## src/rtl/bicubic_pkg.sv

```systemverilog
// Shared FSM state encoding and AXI constants for the AXI-Stream to AXI4 burst writer.
package bicubic_pkg;

  typedef enum logic [2:0] {
    ST_IDLE,
    ST_ADDR,
    ST_DATA,
    ST_RESP,
    ST_DONE
  } state_t;

  localparam logic [1:0] AXI_BURST_INCR = 2'b01;
  localparam logic [1:0] AXI_RESP_OKAY  = 2'b00;

  function automatic logic [2:0] axi_size(input int dw);
    return 3'($clog2(dw / 8));
  endfunction

endpackage

```

## src/rtl/sync_fifo.sv

```systemverilog
// Single-clock first-word-fall-through FIFO with occupancy count.
module sync_fifo #(
  parameter int DW    = 32,
  parameter int DEPTH = 64
) (
  input  logic                     clk,
  input  logic                     rst,
  input  logic                     push,
  input  logic [DW-1:0]            din,
  output logic                     full,
  input  logic                     pop,
  output logic [DW-1:0]            dout,
  output logic                     empty,
  output logic [$clog2(DEPTH):0]   count
);
  localparam int PW = $clog2(DEPTH);

  logic [DW-1:0] mem [DEPTH];
  logic [PW:0]   wr_ptr;
  logic [PW:0]   rd_ptr;
  logic          do_push;
  logic          do_pop;

  // Push is refused when full and pop when empty, so a simultaneous request at either limit loses nothing.
  assign do_push = push && !full;
  assign do_pop  = pop && !empty;
  assign count   = wr_ptr - rd_ptr;
  assign full    = (count == (PW + 1)'(DEPTH));
  assign empty   = (count == '0);
  assign dout    = mem[rd_ptr[PW-1:0]];

  always_ff @(posedge clk) begin
    if (rst) begin
      wr_ptr <= '0;
      rd_ptr <= '0;
    end else begin
      if (do_push) wr_ptr <= wr_ptr + 1'b1;
      if (do_pop)  rd_ptr <= rd_ptr + 1'b1;
    end
  end

  always_ff @(posedge clk) begin
    if (do_push) mem[wr_ptr[PW-1:0]] <= din;
  end

endmodule

```

## src/rtl/axis_burst_writer.sv

```systemverilog
// Buffers an AXI-Stream and writes it to memory as a sequence of AXI4 INCR bursts, one at a time.
module axis_burst_writer
  import bicubic_pkg::*;
#(
  parameter int DW         = 32,
  parameter int AW         = 32,
  parameter int BURST_LEN  = 16,
  parameter int FIFO_DEPTH = 64,
  parameter int IRQ_CYCLES = 3
) (
  input  logic            aclk,
  input  logic            areset,
  input  logic            start,
  input  logic [AW-1:0]   dst_addr,
  input  logic [31:0]     total_beats,
  input  logic [DW-1:0]   s_axis_tdata,
  input  logic            s_axis_tvalid,
  output logic            s_axis_tready,
  output logic [AW-1:0]   m_axi_awaddr,
  output logic [7:0]      m_axi_awlen,
  output logic            m_axi_awvalid,
  output logic [2:0]      m_axi_awsize,
  output logic [1:0]      m_axi_awburst,
  input  logic            m_axi_awready,
  output logic [DW-1:0]   m_axi_wdata,
  output logic [DW/8-1:0] m_axi_wstrb,
  output logic            m_axi_wlast,
  output logic            m_axi_wvalid,
  input  logic            m_axi_wready,
  input  logic [1:0]      m_axi_bresp,
  input  logic            m_axi_bvalid,
  output logic            m_axi_bready,
  output logic            busy,
  output logic            err,
  output logic            finish_irq
);
  localparam int BYTES = DW / 8;
  localparam int CW    = $clog2(FIFO_DEPTH) + 1;

  state_t          state;
  logic [AW-1:0]   base_addr;
  logic [31:0]     issued;
  logic [31:0]     remaining;
  logic [31:0]     irq_cnt;
  logic [8:0]      beats;
  logic [8:0]      beat_idx;
  logic [8:0]      next_beats;
  logic            fifo_full;
  logic            fifo_empty;
  logic            fifo_pop;
  logic [DW-1:0]   fifo_dout;
  logic [CW-1:0]   fifo_count;

  assign s_axis_tready = !fifo_full;
  assign fifo_pop      = m_axi_wvalid && m_axi_wready;
  assign m_axi_wdata   = (m_axi_wvalid && !fifo_empty) ? fifo_dout : '0;
  assign m_axi_wstrb   = '1;
  assign m_axi_awsize  = axi_size(DW);
  assign m_axi_awburst = AXI_BURST_INCR;

  sync_fifo #(.DW(DW), .DEPTH(FIFO_DEPTH)) u_fifo (
    .clk   (aclk),
    .rst   (areset),
    .push  (s_axis_tvalid),
    .din   (s_axis_tdata),
    .full  (fifo_full),
    .pop   (fifo_pop),
    .dout  (fifo_dout),
    .empty (fifo_empty),
    .count (fifo_count)
  );

  always_comb begin
    next_beats = 9'(BURST_LEN);
    if (remaining < 32'(BURST_LEN)) next_beats = remaining[8:0];
  end

  always_ff @(posedge aclk) begin
    if (areset) begin
      state         <= ST_IDLE;
      base_addr     <= '0;
      issued        <= '0;
      remaining     <= '0;
      irq_cnt       <= '0;
      beats         <= '0;
      beat_idx      <= '0;
      m_axi_awaddr  <= '0;
      m_axi_awlen   <= '0;
      m_axi_awvalid <= 1'b0;
      m_axi_wvalid  <= 1'b0;
      m_axi_wlast   <= 1'b0;
      m_axi_bready  <= 1'b0;
      busy          <= 1'b0;
      err           <= 1'b0;
      finish_irq    <= 1'b0;
    end else begin
      case (state)
        ST_IDLE: begin
          if (start) begin
            base_addr <= dst_addr;
            remaining <= total_beats;
            issued    <= '0;
            err       <= 1'b0;
            busy      <= 1'b1;
            if (total_beats == '0) begin
              state      <= ST_DONE;
              finish_irq <= 1'b1;
              irq_cnt    <= '0;
            end else begin
              state <= ST_ADDR;
            end
          end
        end
        ST_ADDR: begin
          // The whole burst is already buffered before AW goes out, so W never stalls mid-burst.
          if (!m_axi_awvalid) begin
            if (32'(fifo_count) >= 32'(next_beats)) begin
              m_axi_awvalid <= 1'b1;
              m_axi_awaddr  <= base_addr + AW'(issued) * AW'(BYTES);
              m_axi_awlen   <= 8'(next_beats - 9'd1);
              beats         <= next_beats;
            end
          end else if (m_axi_awready) begin
            m_axi_awvalid <= 1'b0;
            m_axi_wvalid  <= 1'b1;
            m_axi_wlast   <= (beats == 9'd1);
            beat_idx      <= '0;
            state         <= ST_DATA;
          end
        end
        ST_DATA: begin
          if (m_axi_wready) begin
            if (m_axi_wlast) begin
              m_axi_wvalid <= 1'b0;
              m_axi_wlast  <= 1'b0;
              m_axi_bready <= 1'b1;
              issued       <= issued + 32'(beats);
              remaining    <= remaining - 32'(beats);
              state        <= ST_RESP;
            end else begin
              beat_idx    <= beat_idx + 9'd1;
              m_axi_wlast <= (beat_idx + 9'd2 == beats);
            end
          end
        end
        ST_RESP: begin
          if (m_axi_bvalid) begin
            m_axi_bready <= 1'b0;
            if (m_axi_bresp != AXI_RESP_OKAY) err <= 1'b1;
            if (remaining != '0) begin
              state <= ST_ADDR;
            end else begin
              state      <= ST_DONE;
              finish_irq <= 1'b1;
              irq_cnt    <= '0;
            end
          end
        end
        ST_DONE: begin
          if (irq_cnt == 32'(IRQ_CYCLES - 1)) begin
            finish_irq <= 1'b0;
            busy       <= 1'b0;
            state      <= ST_IDLE;
          end else begin
            irq_cnt <= irq_cnt + 32'd1;
          end
        end
        default: state <= ST_IDLE;
      endcase
    end
  end

endmodule

```

## config.mk

```make
export PLATFORM = sky130hd
export DESIGN_NAME = axis_burst_writer
export DESIGN_NICKNAME = d
export VERILOG_FILES = /design/src/rtl/bicubic_pkg.sv /design/src/rtl/sync_fifo.sv /design/src/rtl/axis_burst_writer.sv
export SDC_FILE = /design/constraint.sdc
export NUM_CORES = 2
export LEC_CHECK = 0
export CAP_MARGIN = 20
export CORE_MARGIN = 2
export CORE_UTILIZATION = 55
export DETAILED_ROUTE_END_ITERATION = 8
export GPL_ROUTABILITY_DRIVEN = 0
export GPL_TIMING_DRIVEN = 0
export PLACE_DENSITY = 0.72
export SETUP_SLACK_MARGIN = 0.05
export SLEW_MARGIN = 0
export SYNTH_ARGS = -nofsm -noshare
export SYNTH_HDL_FRONTEND = slang
export SYNTH_SLANG_ARGS = --single-unit
```

## constraint.sdc

```tcl
create_clock -name aclk -period 5 [get_ports aclk]
set_clock_uncertainty 0.1 [all_clocks]
set_input_delay 1 -clock aclk [delete_from_list [all_inputs] [get_ports aclk]]
set_output_delay 1 -clock aclk [all_outputs]
set_load 0.01 [all_outputs]
```

**Placement density heat map**

Drawn at 1 px/um. 20 x 20 tiles, from dark blue (low) to red (high), 0 to 100% covered.
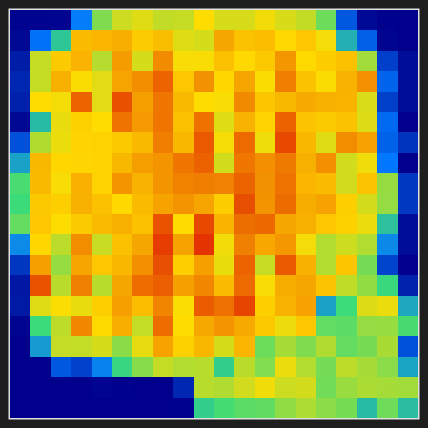
emptiest ninth of the die = south-west
nearly empty tiles = 8.5%
mean over tiles = 62%
fullest tile = 94%
tiles over 75% full = 47%
fp util: 55.3%
fin util: 65.6%

==> impl_metrics.yaml <==
# flow metrics
grt:
  grt_max_degree: 57
  gr-total-overflow: 0
  use_met3_pct: 6.38
  grt_pass1_vias: 48800
  grt_usage_pct: 29.8
  busiest_layer: "met2"
synth:
  avgSynthCellArea_sq_um: 19.9
  async_flop_share_pct: 0
  simple_gate_share_pct: 3.86
  top_cell_area_share_pct: 68.5
  ys_cells: 4511
  ys.flops: 2262
  syn_inst: 4511
  most_common_cell: "edfxtp_1"
  synth_seq_share_pct: 73.3
  edf_count: 2048
  yosysTopAreaCell: "edfxtp_1"
  ys_sh_aoi_pct: 2.64
  yosys_warnings: 0
  synthXorXnorAreaFrac_pct: 1.07
  ys_sh_mux_pct: 16.8
  top_logic_kind: "multiplexers"
worst_setup_path:
  slowest_delay_ps: 580
  r2r-start: "u_fifo.wr_ptr[0]"
  rr_worst_depth: 28
  cp_num_buf_inv: 5
  endpoint: "m_axi_wdata[19]"
  start_kind: "flip-flop"
  r2r-end: "m_axi_awaddr[12]"
  crit_chain: "buf_12, buf_4, clkbuf_16, buf_6, mux4_2, mux4_2, mux4_2, nor2b_1, clkdlybuf4s15_2"
  r2r_slack_ps: 160
  path_max_fanout: 10
pwr:
  maxPowerGroup: "registers"
  p_sw_share_pct: 21.2
  p_total_mw: 38.1
  pg_comb_mw: 1.15
  p_clk_share_pct: 42.5
  vdd_drop_max_mv: 0.351
  p_clk_mw: 16.2
  p_seq_mw: 20.7
  seqPwrFrac_pct: 54.5
  leakage_nw: 33.3
placement:
  place_inst: 7002
  io_buffers: 184
  detailed_place_hpwl_mm: 161
  post_dp_cell_area_sq_um: 97300
finish:
  comb_share_pct: 22.2
  logic_gates: 1961
  regArea_sq_um: 65800
  fin_nets: 5320
  signal_buffers: 641
  n_all_inverters: 59
  final_cell_mix: "2048 x edfxtp_1, 669 x mux4_2, 229 x clkbuf_16"
  drive_gt1_share_pct: 29.0
  final-nonclk-buf-share_pct: 6.68
  seq_area_share_pct: 61.8
final_timing:
  worst_slack_ps: -110
  setup_violations: 23
  slew_headroom_pct: 14.4
  post-route-period-util_pct: 102
  fmax_mhz: 196
  rsz0062_at_grt: "true"
  finalHoldViolCount: 0
floorplan:
  rows: 148
  tap_cells: 2175
cts:
  clk-insertion-delay-late_ps: 870
  clkTransAtPathRegs_ps: 60
flow_run:
  warning_count: 29
status:
  violations: "setup timing"
  status: "finished with violations"
drt:
  met2WireLength_mm: 117
  drtAntennaViolNets: 0
  via_per_inst: 6.62
min_path:
  min_path_type: "flip-flop to flip-flop"
  holdPathEnd: "m_axi_awaddr[15]"
**The metal 1 layer**

Drawn at 1.5 px/um. Supply wires on this layer in gray.
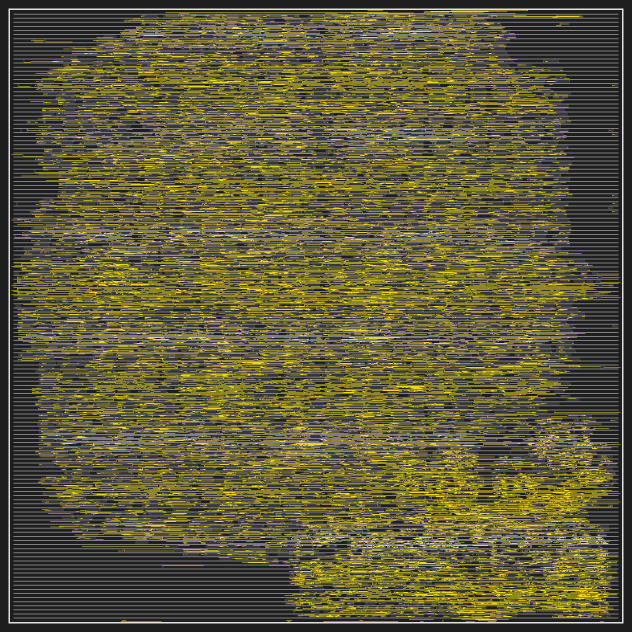
longest straight run = 148 um
main direction = horizontal
grt met1 use: 41.7%
total vias in the final route: 49700
final wirelength: 250 mm

Power is estimated from default activity; no workload was simulated.
